==> images/placement.png <==
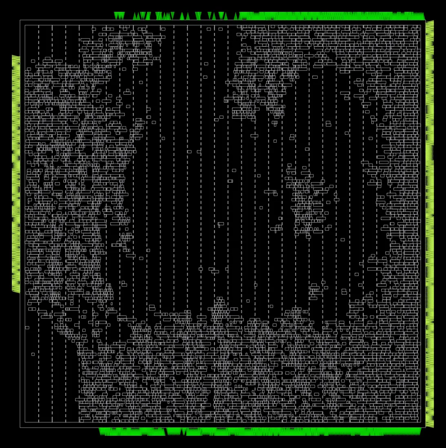
==> images/flops_by_reg.png <==
Bar = 100 microns. Other sequential cells in the stronger grey, the rest of the logic in the fainter grey.
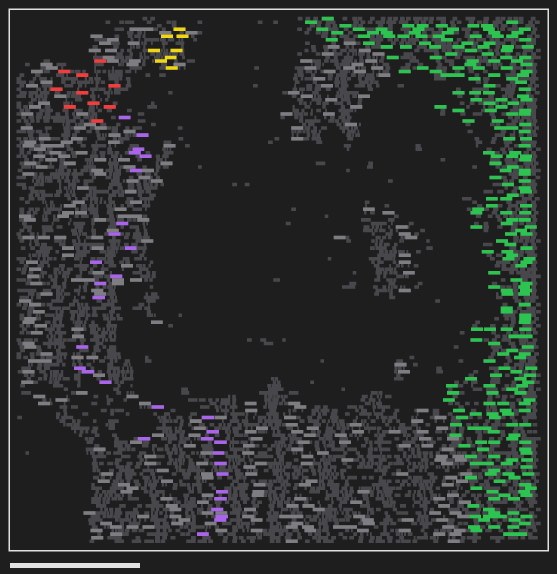
==> images/clk_routes.png <==
Bar = 100 microns.
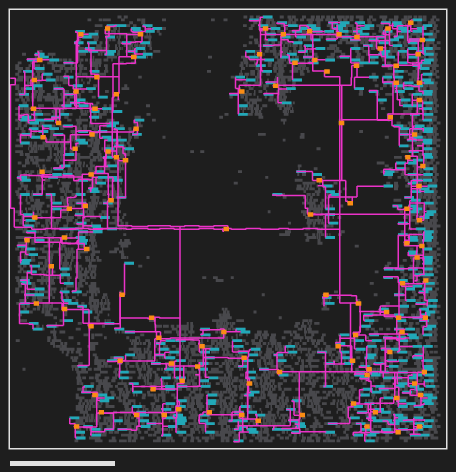
==> images/metal_density.png <==
The die is cut into 21 by 21 equal tiles; dark blue is low, red is high, scaled to the fullest tile. Values are wire area over tile area, all layers added.
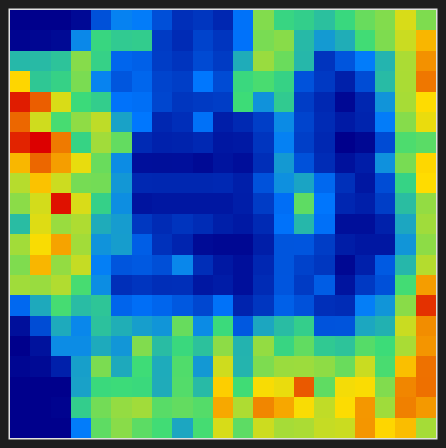
==> images/sizes.png <==
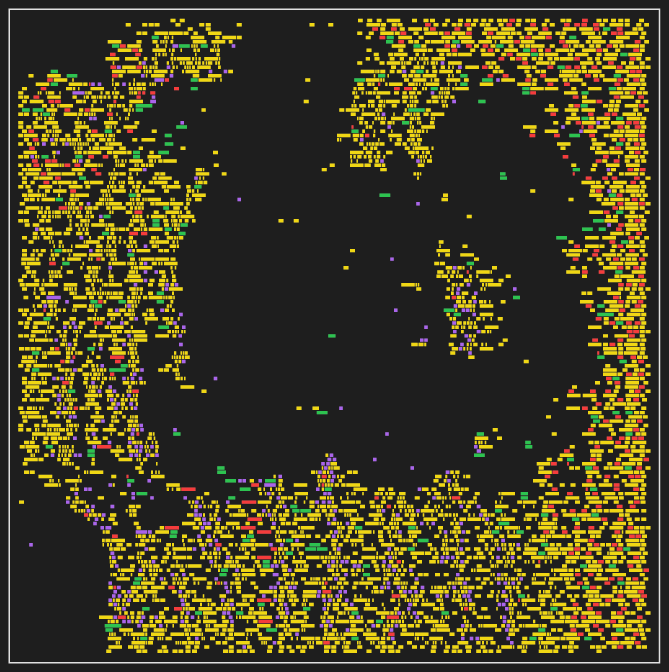
==> src/rtl/pfxsum_pkg.sv <==
// rtl/pfxsum_pkg.sv - shared defaults, state encoding and vector type for the pfxsum sequencer
package pfxsum_pkg;

    localparam int INT_WIDTH_DEF  = 32;
    localparam int V_LEN_DEF      = 8;
    localparam int ADDR_WIDTH_DEF = 10;
    localparam int TIMEOUT_DEF    = 255;

    typedef enum logic [2:0] {
        S_IDLE,
        S_READ,
        S_WAIT_RD,
        S_ISSUE,
        S_WAIT_PFX,
        S_WRITE,
        S_DONE
    } state_t;

    typedef logic [INT_WIDTH_DEF*V_LEN_DEF-1:0] vec_t;

endpackage

==> src/rtl/pfxsum_seq_if.sv <==
// rtl/pfxsum_seq_if.sv - host, vector memory and Pfxsum signals of the sequencer
interface pfxsum_seq_if import pfxsum_pkg::*; #(
    parameter int INT_WIDTH  = INT_WIDTH_DEF,
    parameter int V_LEN      = V_LEN_DEF,
    parameter int ADDR_WIDTH = ADDR_WIDTH_DEF
);
    logic                         start;
    logic [ADDR_WIDTH-1:0]        base;
    logic [ADDR_WIDTH-1:0]        len;
    logic                         busy;
    logic                         done;
    logic                         err;
    logic                         mem_rd_en;
    logic                         mem_wr_en;
    logic [ADDR_WIDTH-1:0]        mem_addr;
    logic [INT_WIDTH*V_LEN-1:0]   mem_rd_data;
    logic [INT_WIDTH*V_LEN-1:0]   mem_wr_data;
    logic                         pfx_valid_in;
    logic [INT_WIDTH*V_LEN-1:0]   pfx_ivec;
    logic                         pfx_valid_out;
    logic [INT_WIDTH*V_LEN-1:0]   pfx_ovec;

    modport master (
        input  start, base, len, mem_rd_data, pfx_valid_out, pfx_ovec,
        output busy, done, err, mem_rd_en, mem_wr_en, mem_addr, mem_wr_data,
               pfx_valid_in, pfx_ivec
    );

    modport slave (
        output start, base, len, mem_rd_data, pfx_valid_out, pfx_ovec,
        input  busy, done, err, mem_rd_en, mem_wr_en, mem_addr, mem_wr_data,
               pfx_valid_in, pfx_ivec
    );

endinterface

==> src/rtl/pfxsum_carry_add.sv <==
// rtl/pfxsum_carry_add.sv - lane-wise wrapping add of a scalar carry to a packed vector
module pfxsum_carry_add import pfxsum_pkg::*; #(
    parameter int INT_WIDTH = INT_WIDTH_DEF,
    parameter int V_LEN     = V_LEN_DEF
) (
    input  logic [INT_WIDTH*V_LEN-1:0] vec,
    input  logic [INT_WIDTH-1:0]       carry,
    output logic [INT_WIDTH*V_LEN-1:0] sum
);

    for (genvar i = 0; i < V_LEN; i++) begin : g_lane
        assign sum[i*INT_WIDTH +: INT_WIDTH] = vec[i*INT_WIDTH +: INT_WIDTH] + carry;
    end

endmodule

==> src/rtl/pfxsum_seq.sv <==
// rtl/pfxsum_seq.sv - walks a vector array through Pfxsum and writes back an array-wide inclusive prefix sum
module pfxsum_seq import pfxsum_pkg::*; #(
    parameter int INT_WIDTH  = INT_WIDTH_DEF,
    parameter int V_LEN      = V_LEN_DEF,
    parameter int ADDR_WIDTH = ADDR_WIDTH_DEF,
    parameter int TIMEOUT    = TIMEOUT_DEF
) (
    input  logic          clk,
    input  logic          rst_n,
    pfxsum_seq_if.master  bus
);

    localparam int VW   = INT_WIDTH * V_LEN;
    localparam int WD_W = $clog2(TIMEOUT + 1);

    state_t                 state;
    logic [ADDR_WIDTH-1:0]  base_r;
    logic [ADDR_WIDTH-1:0]  len_r;
    logic [ADDR_WIDTH-1:0]  idx;
    logic [ADDR_WIDTH-1:0]  idx_nxt;
    logic [INT_WIDTH-1:0]   carry;
    logic [WD_W-1:0]        wd;
    logic [VW-1:0]          sum;

    assign idx_nxt = idx + ADDR_WIDTH'(1);

    pfxsum_carry_add #(
        .INT_WIDTH (INT_WIDTH),
        .V_LEN     (V_LEN)
    ) u_carry_add (
        .vec   (bus.pfx_ovec),
        .carry (carry),
        .sum   (sum)
    );

    // Every output is set on the transition into the state that owns it,
    // so the strobes line up with the state register cycle for cycle.
    always_ff @(posedge clk or negedge rst_n) begin
        if (!rst_n) begin
            state            <= S_IDLE;
            base_r           <= '0;
            len_r            <= '0;
            idx              <= '0;
            carry            <= '0;
            wd               <= '0;
            bus.busy         <= 1'b0;
            bus.done         <= 1'b0;
            bus.err          <= 1'b0;
            bus.mem_rd_en    <= 1'b0;
            bus.mem_wr_en    <= 1'b0;
            bus.mem_addr     <= '0;
            bus.mem_wr_data  <= '0;
            bus.pfx_valid_in <= 1'b0;
            bus.pfx_ivec     <= '0;
        end else begin
            case (state)
                S_IDLE: begin
                    bus.done <= 1'b0;
                    if (bus.start) begin
                        base_r   <= bus.base;
                        len_r    <= bus.len;
                        idx      <= '0;
                        carry    <= '0;
                        bus.err  <= 1'b0;
                        bus.busy <= 1'b1;
                        if (bus.len != '0) begin
                            bus.mem_rd_en <= 1'b1;
                            bus.mem_addr  <= bus.base;
                            state         <= S_READ;
                        end else begin
                            state <= S_DONE;
                        end
                    end
                end
                S_READ: begin
                    bus.mem_rd_en <= 1'b0;
                    state         <= S_WAIT_RD;
                end
                S_WAIT_RD: begin
                    bus.pfx_ivec     <= bus.mem_rd_data;
                    bus.pfx_valid_in <= 1'b1;
                    state            <= S_ISSUE;
                end
                S_ISSUE: begin
                    bus.pfx_valid_in <= 1'b0;
                    wd               <= '0;
                    state            <= S_WAIT_PFX;
                end
                S_WAIT_PFX: begin
                    // A result arriving on the last watchdog cycle still wins.
                    if (bus.pfx_valid_out) begin
                        bus.mem_wr_en   <= 1'b1;
                        bus.mem_addr    <= base_r + idx;
                        bus.mem_wr_data <= sum;
                        state           <= S_WRITE;
                    end else if (wd == WD_W'(TIMEOUT - 1)) begin
                        bus.err <= 1'b1;
                        state   <= S_DONE;
                    end else begin
                        wd <= wd + WD_W'(1);
                    end
                end
                S_WRITE: begin
                    bus.mem_wr_en <= 1'b0;
                    carry         <= bus.mem_wr_data[VW-1 -: INT_WIDTH];
                    idx           <= idx_nxt;
                    if (idx_nxt == len_r) begin
                        state <= S_DONE;
                    end else begin
                        bus.mem_rd_en <= 1'b1;
                        bus.mem_addr  <= base_r + idx_nxt;
                        state         <= S_READ;
                    end
                end
                S_DONE: begin
                    bus.done <= 1'b1;
                    bus.busy <= 1'b0;
                    state    <= S_IDLE;
                end
                default: begin
                    state <= S_IDLE;
                end
            endcase
        end
    end

endmodule

==> src/flat_wrapper.sv <==
// flat-port wrapper written by rule: the top's interface ports become plain ports
module pfxsum_seq_flat import pfxsum_pkg::*;
#(
    parameter int INT_WIDTH  = INT_WIDTH_DEF,
    parameter int V_LEN      = V_LEN_DEF,
    parameter int ADDR_WIDTH = ADDR_WIDTH_DEF,
    parameter int TIMEOUT    = TIMEOUT_DEF
)
  (clk, rst_n, bus_start, bus_base, bus_len, bus_mem_rd_data, bus_pfx_valid_out, bus_pfx_ovec, bus_busy, bus_done, bus_err, bus_mem_rd_en, bus_mem_wr_en, bus_mem_addr, bus_mem_wr_data, bus_pfx_valid_in, bus_pfx_ivec);
  pfxsum_seq_if #(.INT_WIDTH(INT_WIDTH), .V_LEN(V_LEN), .ADDR_WIDTH(ADDR_WIDTH)) bus_i ();
  input  logic clk;
  input  logic rst_n;
  input wire logic [$bits(bus_i.start)-1:0] bus_start;
  input wire logic [$bits(bus_i.base)-1:0] bus_base;
  input wire logic [$bits(bus_i.len)-1:0] bus_len;
  input wire logic [$bits(bus_i.mem_rd_data)-1:0] bus_mem_rd_data;
  input wire logic [$bits(bus_i.pfx_valid_out)-1:0] bus_pfx_valid_out;
  input wire logic [$bits(bus_i.pfx_ovec)-1:0] bus_pfx_ovec;
  output wire logic [$bits(bus_i.busy)-1:0] bus_busy;
  output wire logic [$bits(bus_i.done)-1:0] bus_done;
  output wire logic [$bits(bus_i.err)-1:0] bus_err;
  output wire logic [$bits(bus_i.mem_rd_en)-1:0] bus_mem_rd_en;
  output wire logic [$bits(bus_i.mem_wr_en)-1:0] bus_mem_wr_en;
  output wire logic [$bits(bus_i.mem_addr)-1:0] bus_mem_addr;
  output wire logic [$bits(bus_i.mem_wr_data)-1:0] bus_mem_wr_data;
  output wire logic [$bits(bus_i.pfx_valid_in)-1:0] bus_pfx_valid_in;
  output wire logic [$bits(bus_i.pfx_ivec)-1:0] bus_pfx_ivec;
  assign bus_i.start = bus_start;
  assign bus_i.base = bus_base;
  assign bus_i.len = bus_len;
  assign bus_i.mem_rd_data = bus_mem_rd_data;
  assign bus_i.pfx_valid_out = bus_pfx_valid_out;
  assign bus_i.pfx_ovec = bus_pfx_ovec;
  assign bus_busy = bus_i.busy;
  assign bus_done = bus_i.done;
  assign bus_err = bus_i.err;
  assign bus_mem_rd_en = bus_i.mem_rd_en;
  assign bus_mem_wr_en = bus_i.mem_wr_en;
  assign bus_mem_addr = bus_i.mem_addr;
  assign bus_mem_wr_data = bus_i.mem_wr_data;
  assign bus_pfx_valid_in = bus_i.pfx_valid_in;
  assign bus_pfx_ivec = bus_i.pfx_ivec;
  pfxsum_seq #(.INT_WIDTH(INT_WIDTH), .V_LEN(V_LEN), .ADDR_WIDTH(ADDR_WIDTH), .TIMEOUT(TIMEOUT)) u_core (.clk(clk), .rst_n(rst_n), .bus(bus_i));
endmodule
==> config.mk <==
export PLATFORM = sky130hd
export DESIGN_NAME = pfxsum_seq_flat
export DESIGN_NICKNAME = d
export VERILOG_FILES = /design/src/rtl/pfxsum_pkg.sv /design/src/rtl/pfxsum_seq_if.sv /design/src/rtl/pfxsum_carry_add.sv /design/src/rtl/pfxsum_seq.sv /design/src/flat_wrapper.sv
export SDC_FILE = /design/constraint.sdc
export NUM_CORES = 2
export LEC_CHECK = 0
export CAP_MARGIN = 15
export CORE_AREA = 5 5 409 411
export CTS_BUF_LIST = sky130_fd_sc_hd__clkbuf_8
export DETAILED_ROUTE_END_ITERATION = 8
export DIE_AREA = 0 0 414 416
export HOLD_SLACK_MARGIN = 0.05
export REMOVE_ABC_BUFFERS = 1
export SYNTH_ARGS = -nofsm -noshare
export SYNTH_HDL_FRONTEND = slang
export SYNTH_SLANG_ARGS = --single-unit
==> constraint.sdc <==
create_clock -name clk -period 3.45 [get_ports clk]
set_input_delay 0.69 -clock clk [delete_from_list [all_inputs] [get_ports clk]]
set_output_delay 0.69 -clock clk [all_outputs]
set_load 0.01 [all_outputs]
==> Slide: Implementation Results <==
Synthesis and Place & Route Summary

Logic synthesis
  • Synthesized area: around 0.035 sq mm
  • Top logic family: AND-OR/OR-AND gates
  • Async SR Flop Fraction: 100%
  • Mux area share: 9.88%
  • Yosys stat chip area: 0.0350 sq mm
  • Adder Area Share: about a tenth
  • Sequential area share after synthesis: 43.0%
  • Post-synthesis register bit count: roughly 600
  • AO/OA Area Share: 18.1%
  • Distinct lib cells: 85
  • Number of synthesized flops with an enable pin: 0
  • Synthesized instance count: 3473
  • Synth Area in Simple Gates: a little over a tenth
  • Dominant flop cell: dfrtp_1
  • Yosys warning total: 0
  • XORs/XNORs by Area: 6.08%
  • Yosys Instances: between 3000 and 4000
  • Syn Area/Cell: just over 10 sq um

Global routing
  • Grt ovf: 0
  • Pin count of the biggest net entering global routing: 101
  • First-pass GRT wire length: 245000 microns
  • Initial antenna violation count: 60
  • Vias in the first global route: 33907

Worst setup path
  • Reg2reg end: u_core.bus.mem_wr_data[85]
  • CP endpoint: u_core.bus.mem_wr_data[85]
  • Reg2Reg Launch Point: u_core.carry[2]
  • Crit path cell chain: buf_4 > ha_1 > buf_4 > o21ai_0 > nor2_1 > o311ai_2 > buf_4 > nand3_1 > a21bo_2 > a211o_1 > a21oi_1 > xor2_1 > o21ai_1
  • Crit-path leading delay family: AND-OR/OR-AND gates
  • CP Launch Type: register
  • Worst r2r path cells: 13
  • Most used cell, CP: buf_4
  • Slowest stage delay, CP: 0.50 ns
  • CP startpoint: u_core.carry[2]
  • Critical path class: register to register
  • Flop2flop setup slack: around 0.14 ns
  • Worst Setup End Kind: register
  • Worst Path Arrival: 4.00 ns
  • Critical Path Fanout Max: 7
  • Crit path depth: 13
  • Buf+Inv Stages, Crit Path: 3
  • Req. time, crit path: 4.13 ns
  • Slowest CP cell: dfrtp_2

Routing
  • Routed vias/inst: approximately 4.6
  • DRC: 0
  • Met2 wire len: 89500 microns
  • M1 wire length: 66500 microns
  • Starting DRC count in detailed routing: between 1500 and 2000
  • Top Metal Used: met5
  • Drt pass-1 iters: 5
  • Met3 WL: 10900 microns
  • Detail Route Antenna Nets: 0
  • Post-DR wirelength/cell: 23.9 microns

Power
  • Max VDD drop: 0.430 mV
  • Total power: 46.7 mW
  • Pleak: between 20 and 25 nW
  • Pwr Density: 862 mW/mm^2

Final timing
  • Final Cycle Share: between 90% and 100%
  • Fin crit period: 3.31 ns
  • Worst-Margin Slew: 1.19 ns
  • Relative slew slack: ~21%
  • Fin. max-slew vios: 0
  • TNS Setup: 0 ns
  • FMAX: 302 MHz
  • Final hold slack: 0.389 ns
  • # setup viols final: 0
  • Final count of hold timing violations: 0

Layout
  • Commonest Layout Cell: clkdlybuf4s50_1
  • Share of cells above drive strength 1: around a fifth
  • Nets@finish: 5757
  • Top Layout Cells: 1062 x clkdlybuf4s50_1, 590 x dfrtp_1, 420 x nand2_1, 398 x buf_4, 329 x o21ai_0
  • Logic area: between 0.015 and 0.02 sq mm
  • Non-filler cells, final: 7260

Place
  • Post-DP HPWL: 146000 microns
  • DP Worst Slack: -0.626 ns
  • Port bufs: 1063
  • GP Congestion: 0.913
  • Inst Count DP: 7021
  • Placed cell area: 0.0515 sq mm

CTS
  • Root Buffer: clkbuf_8
  • CTS tree: done
  • # H-tree levels: 3
  • Reg clk slew, reported paths: 0.06 ns
  • Number of clock sinks: roughly 600
  • Num CTS Buffers: about 110
  • Clk buf depth: 3

Floorplanning
  • Initial Util: approximately a fifth
  • Die width: around 410 microns
  • Die area: 0.172 sq mm
  • Die height: about 420 microns
  • # IOs: 1064

Flow run
  • Max_cap viols: 0
  • Tool Warnings: 29

Outcome
  • Status: finished clean

Min path
  • Hold WC Path Type: input pin to asynchronous set/reset pin
-- placement.png (at the start) --
row count: 149
fill count: 16782
tap cells: 2189
core area: 0.164 sq mm

-- flops_by_reg.png (at the start) --
`u_core.idx` -> red  # sequential cells 10, where top left
`u_core.bus.pfx_ivec` -> green  # sequential cells 256, where a vertical strip on the right
`u_core.carry` -> purple  # sequential cells 32, where a vertical strip on the left
`u_core.wd` -> yellow  # sequential cells 8
not coloured = 295
Seq power: 12.8 mW
sequential portion of the cell area: 27.8%
FF+latch area: 0.0151 sq mm
Final Util: 33.1%

-- clk_routes.png (at the start) --
clock drivers -> orange  # count 114
flip-flops -> cyan  # count 601
clock wires -> magenta  # length 11400 microns
flops lie = widely spread
proportion of power drawn by the clock network: 16.8%
Latency at later pin: 0.84 ns
clock skew: 0.0581 ns

-- metal_density.png (at the start) --
mean over tiles = 0.16
emptiest ninth of the die = middle
densest ninth of the die = bottom right
via count: 33135
Routed WL: 174000 microns
total track usage: 19.4%

-- sizes.png (at the start) --
_3 and _4 cells -> purple  # cells 413
_6 and larger -> green  # cells 192
_0 and _1 cells -> yellow  # cells 4069
_2 cells -> red  # cells 366
design area: 0.0542 sq mm
Non-CTS buffers: 1489
synth-to-layout area growth: 54.8%
final worst setup slack: 0.137 ns

==> synth_stat cells (all sizes together) (34+ instances only) <==
library cell | n | area [sq um]
a211oi | 35 | 268
a21o | 115 | 863
a21oi | 230 | 1150
a22o | 35 | 307
a31oi | 34 | 213
and3 | 45 | 282
clkbuf | 118 | 443
dfrtp | 601 | 15000
ha | 261 | 3270
inv | 80 | 300
mux2 | 292 | 3290
nand2 | 421 | 1580
nand3 | 50 | 255
nor2 | 135 | 509
nor3 | 43 | 215
o21ai | 349 | 1760
xnor2 | 123 | 1080
xor2 | 120 | 1050
==> state kept, by name, summed over array words and instances, names as in the netlist, 3 cells and up <==
signal	count
u_core.bus.mem_wr_data	256
u_core.bus.pfx_ivec	256
u_core.carry	32
u_core.base_r	10
u_core.bus.mem_addr	10
u_core.idx	10
u_core.len_r	10
u_core.wd	8
u_core.state	3
==> final cells by class <==
class,instances,share of cell area (%)
tap,2189,5.05
timing repair buffer,1489,26.2
clock inverter,51,0.757
antenna,31,0.143
multi-input combinational,2664,35.6
clock buffer,154,3.91
inverter,81,0.561
sequential,601,27.8
==> routing by layer <==
metal / vias to the layer above / track usage, %
li1: 15640 / -
met1: 16172 / 21.2
met2: 1032 / 35.7
met3: 277 / 5.06
met4: 14 / 7.57
met5: - / 0
==> where the power goes <==
| part | internal [mW] | switching (mW) |
|---|---|---|
| Sequential | 10.4 | 2.45 |
| Clock | 4.36 | 3.52 |
| Combinational | 13.1 | 13.0 |
==> timing repair <==
item                                   4_1_cts  5_1_grt
buffers inserted                             0        2
setup endpoints to repair                    4       29
cloned                                       0        0
endpoints found under the hold margin       40        0
gates resized                                8       28
pin swaps                                    0        7
hold buffers                                 1        0
Power is estimated from default activity; no workload was simulated.
